Fig. 1: supply network
Drawn at 8 px/um. Pins as bars on the die edge.
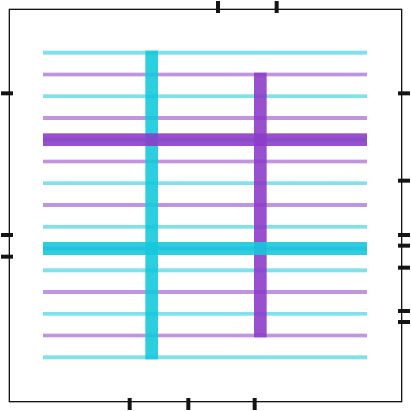
Fig. 2: cell classes on the final placement
Drawn at 10 px/um. Fill, decap, tap and diode cells in gray.
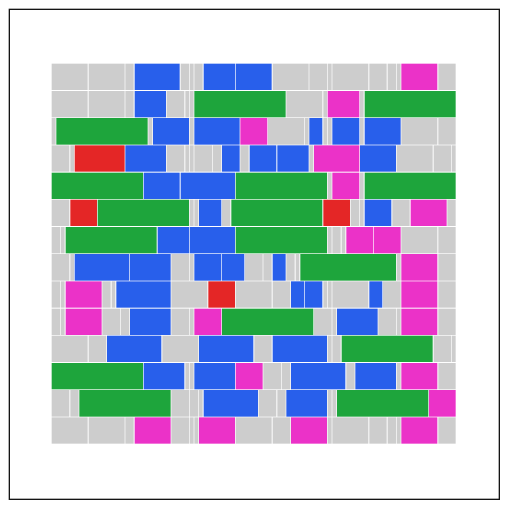
Fig. 3: routed clock nets over the placement
Drawn at 12 px/um.
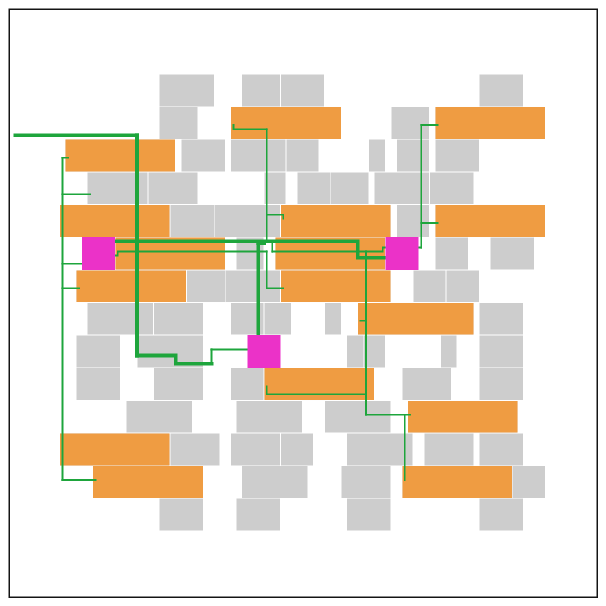
==> src/rtl/piso_tx_pkg_amisha.sv <==
// Shared types and helpers for the framed PISO transmitter.
// Optional parity stage is controlled by the PISO_TX_PARITY_EN macro.
package piso_tx_pkg_amisha;

  typedef enum logic [2:0] {
    ST_IDLE   = 3'd0,
    ST_START  = 3'd1,
    ST_DATA   = 3'd2,
    ST_PARITY = 3'd3,
    ST_STOP   = 3'd4
  } state_e;

  // Cycles from start bit to stop bit inclusive.
  function automatic int unsigned frame_len(input int unsigned width, input bit parity_en);
    return width + (parity_en ? 32'd3 : 32'd2);
  endfunction

endpackage

==> src/rtl/shift_reg_load_amisha.sv <==
// Loadable WIDTH-bit shift register; bit_o is the next bit to go on the line.
module shift_reg_load_amisha #(
  parameter int WIDTH     = 8,
  parameter bit MSB_FIRST = 1'b1
) (
  input  logic             clk,
  input  logic             rst_n,
  input  logic             load_i,
  input  logic             shift_i,
  input  logic [WIDTH-1:0] data_i,
  output logic             bit_o
);

  logic [WIDTH-1:0] sr_q;

  // NOTE: sequential state uses non-blocking assignments so every flop samples pre-edge values.
  always_ff @(posedge clk or negedge rst_n) begin
    if (!rst_n) begin
      sr_q <= '0;
    end else if (load_i) begin
      sr_q <= data_i;
    end else if (shift_i) begin
      if (MSB_FIRST) sr_q <= {sr_q[WIDTH-2:0], 1'b0};
      else           sr_q <= {1'b0, sr_q[WIDTH-1:1]};
    end
  end

  assign bit_o = MSB_FIRST ? sr_q[WIDTH-1] : sr_q[0];

endmodule

==> src/rtl/piso_serial_tx_amisha.sv <==
// Framed parallel-in serial-out transmitter: start, WIDTH data bits, [parity], stop.
// Define PISO_TX_PARITY_EN to insert an even-parity bit before the stop bit.
module piso_serial_tx_amisha
  import piso_tx_pkg_amisha::*;
#(
  parameter int WIDTH      = 8,
  parameter bit MSB_FIRST  = 1'b1,
  parameter bit IDLE_LEVEL = 1'b1
) (
  input  logic             clk_amisha,
  input  logic             reset_n_amisha,
  input  logic [WIDTH-1:0] data_in_amisha,
  input  logic             valid_in_amisha,
  output logic             ready_out_amisha,
  output logic             sout_amisha,
  output logic             busy_amisha,
  output logic             done_amisha
);

  localparam int CW = (WIDTH > 1) ? $clog2(WIDTH) : 1;
  localparam logic [CW-1:0] LAST = CW'(WIDTH - 1);

  state_e        state_q;
  logic [CW-1:0] cnt_q;
  logic          sout_q;
  logic          done_q;
  logic          xfer;
  logic          shift_en;
  logic          cur_bit;

  // STOP accepts a new word so frames can run back-to-back without an idle gap.
  assign ready_out_amisha = (state_q == ST_IDLE) || (state_q == ST_STOP);
  assign xfer             = valid_in_amisha & ready_out_amisha;
  assign shift_en         = (state_q == ST_START) || ((state_q == ST_DATA) && (cnt_q != LAST));

  shift_reg_load_amisha #(
    .WIDTH     (WIDTH),
    .MSB_FIRST (MSB_FIRST)
  ) u_shift (
    .clk     (clk_amisha),
    .rst_n   (reset_n_amisha),
    .load_i  (xfer),
    .shift_i (shift_en),
    .data_i  (data_in_amisha),
    .bit_o   (cur_bit)
  );

`ifdef PISO_TX_PARITY_EN
  logic parity_q;

  always_ff @(posedge clk_amisha or negedge reset_n_amisha) begin
    if (!reset_n_amisha) parity_q <= 1'b0;
    else if (xfer)       parity_q <= ^data_in_amisha;
  end
`endif

  // Line value is registered: each branch sets what sout shows in the next state.
  always_ff @(posedge clk_amisha or negedge reset_n_amisha) begin
    if (!reset_n_amisha) begin
      state_q <= ST_IDLE;
      cnt_q   <= '0;
      sout_q  <= IDLE_LEVEL;
      done_q  <= 1'b0;
    end else begin
      done_q <= 1'b0;
      case (state_q)
        ST_IDLE, ST_STOP: begin
          if (xfer) begin
            state_q <= ST_START;
            sout_q  <= ~IDLE_LEVEL;
          end else begin
            state_q <= ST_IDLE;
            sout_q  <= IDLE_LEVEL;
          end
        end
        ST_START: begin
          state_q <= ST_DATA;
          cnt_q   <= '0;
          sout_q  <= cur_bit;
        end
        ST_DATA: begin
          if (cnt_q == LAST) begin
`ifdef PISO_TX_PARITY_EN
            state_q <= ST_PARITY;
            sout_q  <= parity_q;
`else
            state_q <= ST_STOP;
            sout_q  <= IDLE_LEVEL;
            done_q  <= 1'b1;
`endif
          end else begin
            cnt_q  <= cnt_q + 1'b1;
            sout_q <= cur_bit;
          end
        end
`ifdef PISO_TX_PARITY_EN
        ST_PARITY: begin
          state_q <= ST_STOP;
          sout_q  <= IDLE_LEVEL;
          done_q  <= 1'b1;
        end
`endif
        default: begin
          state_q <= ST_IDLE;
          sout_q  <= IDLE_LEVEL;
        end
      endcase
    end
  end

  assign sout_amisha = sout_q;
  assign done_amisha = done_q;
  assign busy_amisha = (state_q != ST_IDLE);

endmodule
==> config.mk <==
export PLATFORM = sky130hd
export DESIGN_NAME = piso_serial_tx_amisha
export DESIGN_NICKNAME = d
export VERILOG_FILES = /design/src/rtl/piso_tx_pkg_amisha.sv /design/src/rtl/shift_reg_load_amisha.sv /design/src/rtl/piso_serial_tx_amisha.sv
export SDC_FILE = /design/constraint.sdc
export NUM_CORES = 1
export LEC_CHECK = 0
export CAP_MARGIN = 10
export CORE_MARGIN = 4
export CORE_UTILIZATION = 50
export CTS_CLUSTER_SIZE = 28
export DETAILED_ROUTE_END_ITERATION = 7
export PLACE_DENSITY_LB_ADDON = 0.05
export SYNTH_ARGS = -nofsm -noshare
export SYNTH_HDL_FRONTEND = slang
export SYNTH_SLANG_ARGS = --single-unit
==> constraint.sdc <==
create_clock -name clk_amisha -period 1.95 [get_ports clk_amisha]
set_input_delay 0.2925 -clock clk_amisha [delete_from_list [all_inputs] [get_ports clk_amisha]]
set_output_delay 0.2925 -clock clk_amisha [all_outputs]
set_load 0.02 [all_outputs]
==> summary.txt <==
Implementation numbers.

- The critical path's slowest cell is dfrtp_1.
- The capture point of the worst register-to-register path is recorded as u_shift.sr_q[3].
- The post-synthesis share of cell area spent on and-or and or-and gates is 0.0720.
- The final timing report lists a max-slew violation count of 0.
- The placeable core region is 1540 um^2.
- The internal portion of the total power is 0.00114 W.
- Counting the warning lines in the Yosys log gives 0.
- The total power divided by cell area is about 1600 nW/um^2.
- The number of global-route vias before repair is 546.
- The layout net count is around 95.
- The post-CTS hold buffer count recorded in the log is 0.
- The power of the sequential group is 0.000551 W.
- The tally of clock buffers in the finished layout is 4.
- In the global route stage, overall resource usage came out at 0.141.
- Signal nets in the final route climb as high as met4.
- Multi-input logic gates represent a cell area share of 0.377.
- Summed over all failing endpoints, the final setup total negative slack is 0 ps.
- The post-CTS setup repair buffer count is 0.
- The relative contribution of sequential cells to total power is 0.334.
- The launching instance or port of the critical path is state_q[2].
- The commonest cells after synthesis are dfrtp_1, mux2_2, mux2_4.
- The clock share of power is 0.132.
- CTS reports a maximum clock tree buffer depth of 2.
- The inverter tally of the final layout excluding the clock network is 1.
- The placement report lists the number of port buffers as 14.
- The number of sequential storage elements is 16.
- The most common cell after layout, fill and taps aside is dfrtp_1.
- After synthesis, the mean cell area works out to 13.9 um^2.
- The power in combinational cells is just under 0.0009 W.
- The switching part of the total power is 0.311.
- The via density per instance is between 5 and 6.
- The count of cell types in the netlist is 25.
- The count of instantiated cells in the yosys netlist is 60.
- The final cell count without fillers is 97.
- Tap insertion was completed with 16 tapcells.
- The highest ir drop seen on vdd is 1.01 mV.
- After detailed placement, the total cell area comes to 1010 um^2.
- By area the synthesized netlist is led by dfrtp_1, mux2_4, mux2_2.
- The chip area line in the Yosys stat output reads 835 um^2.
- Per the synthesis report, the XOR/XNOR share of the synthesized area is 0.0105.
- Per the synth log, the flip-flop and latch total comes to 16.
- The final critical delay including setup and external delays is 1820 ps.
- The routed design uses 542 um of met2 wire.
- The number of enable-type register cells in the synthesized netlist is 0.
- Entering global routing, the biggest net connects 17 pins.
- The global-route met1 utilization is 0.183.
- The buffer type at the clock tree root is clkbuf_4.
- Per the layout area report, the sequential fraction of cell area is 0.382.
- The critical path runs through a total of 2 cells.
- The layout stage reports a final design area of 1050 um^2.
- The number of iterations in the first detailed-routing pass is 4.
- The DRC violations left is 0.
- The placed cell count is 93.
- The fraction of layout instances using a drive strength above 1 is 0.432.
- The multi-input combinational cell count is 39.
- The met3 wire length is about 95 um.
- The commonest register cell after synthesis is dfrtp_1.
- The async set-or-reset flop fraction in the synthesized netlist is 1.00.
- The violation count after the first detailed-route iteration is 8.
- The slack of the worst reg-to-reg path is 150 ps.
- The number of levels in the clock H-tree is 1.
- Per the post-synthesis report, the nets total 73.
- The post-cts repair resize count is 1.
- Setup repair after global routing left no endpoint under its margin.
- The first global-routing pass estimated approximately 2500 um of wire.
- Clock skew on the completed layout was measured at 8.96 ps.
- The non-clock buffer area fraction after layout is 0.184.
- According to the I/O placement log, the pin count is 15.
- The met1 wire length is 673 um.
- The floorplan-stage core utilization is 0.541.
- The worst-case max-slew headroom was logged as 0.770.
- The clock net in this run drives a total of 16 sinks.
- The worst min-delay path category is in -> async.
- Ranked by total area, the top cell class in this layout is flip-flops and latches.
- Synthesis produced around 60 cells.
- The kind of start point of the critical path is a register.
- The cell area after synthesis is 835 um^2.
- The report lists the cells along the critical path as or3_2, dlygate4sd2_1.
- The area share of the leading cell type in the synthesized netlist is 0.450.
- TritonCTS built the clock tree.
- The largest registers in the layout are u_shift.sr_q x8, cnt_q x3, state_q x3.
- The final layout contains routed wiring with a total length of approximately 1300 um.
- The weighted congestion reported at the end of routability-driven placement is roughly 0.73.
- The clock buffer and inverter area fraction after layout is 0.0345.
- For the worst reg-to-reg path, the startpoint reported by OpenROAD is cnt_q[0].
- Looking at the max-slew report, the worst-margin pin has a slew of 342 ps.
- The clock network power reported by the tool is roughly 0.00022 W.
- Per report_power, the top consumer among the power groups is combinational cells.
- Broken down by cell family, the worst path's largest delay share belongs to flip-flops.
- The switching component of the power was reported as 0.000512 W.
- Hold timing on the final database bottoms out at a slack of just over 300 ps.
- After synthesis, the share of cell area in mux cells is 0.234.
- The script reports the combined buffer and inverter count of the critical path as 1.
- Of the total synthesized cell area, the portion taken by full adders, half adders and majority gates is 0.0300.
- The initial antenna violation count is 0.
- Per the detail_route report, routed wire per instance is 13.8 um.
- The layout buffer count excluding clock buffers is 21.
- In the CTS report, the clock slew at the register clock pins of the worst setup and hold paths is listed as 100 ps.
- The required time at the worst endpoint is listed as 1660 ps.
- Prior to clock tree synthesis, the placed netlist has a worst setup slack of roughly 23 ps.
- The flip-flop count of the largest register after layout is 8.
- Measured along the y axis, the die boundary spans 48.9 um.
- The path type of the worst setup path is reg -> out.
- The biggest area consumer among synthesized cells is dfrtp_1.
- The total power draw is between 0.0015 and 0.002 W.
- The number of placement rows is 14.
- For met3 alone, demand over resource in global routing was 0.0642.
- The final worst setup slack is 129 ps.
- The worst register-to-register path has a depth of 6.
- In this run the worst setup path terminates at busy_amisha.
- The flow ran to the end, and the final reports show no timing, DRC or antenna violations.
- Grouping non-sequential cells by family puts the most area in multiplexers.
- The number of warnings in the stage logs is 26.
- The final timing report counts setup violations totalling 0.
- The sequential-to-total area share from yosys stat is 0.481.
- The register with the most flip-flops is u_shift.sr_q.
- The number of buffers created by CTS is 3.
- The delay of the slowest critical-path stage is around 480 ps.
Notes on Fig. 1 above:
| color | net |
|---|---|
| purple | VDD |
| cyan | VSS |
met1 rails: 15
met4 straps: 2
met5 straps: 2

Notes on Fig. 2 above:
| color | class | cells |
|---|---|---|
| red | clock drivers and dummy loads | 4 |
| green | registers | 16 |
| magenta | remaining buffers and delay cells | 21 |
| blue | remaining logic cells | 40 |

Notes on Fig. 3 above:
[magenta] clock-net drivers | count: 3
[orange] flip-flops | count: 16
[green] clock wires | length: 207 um
routed clock nets: 4

Power and IR drop assume default switching activity.
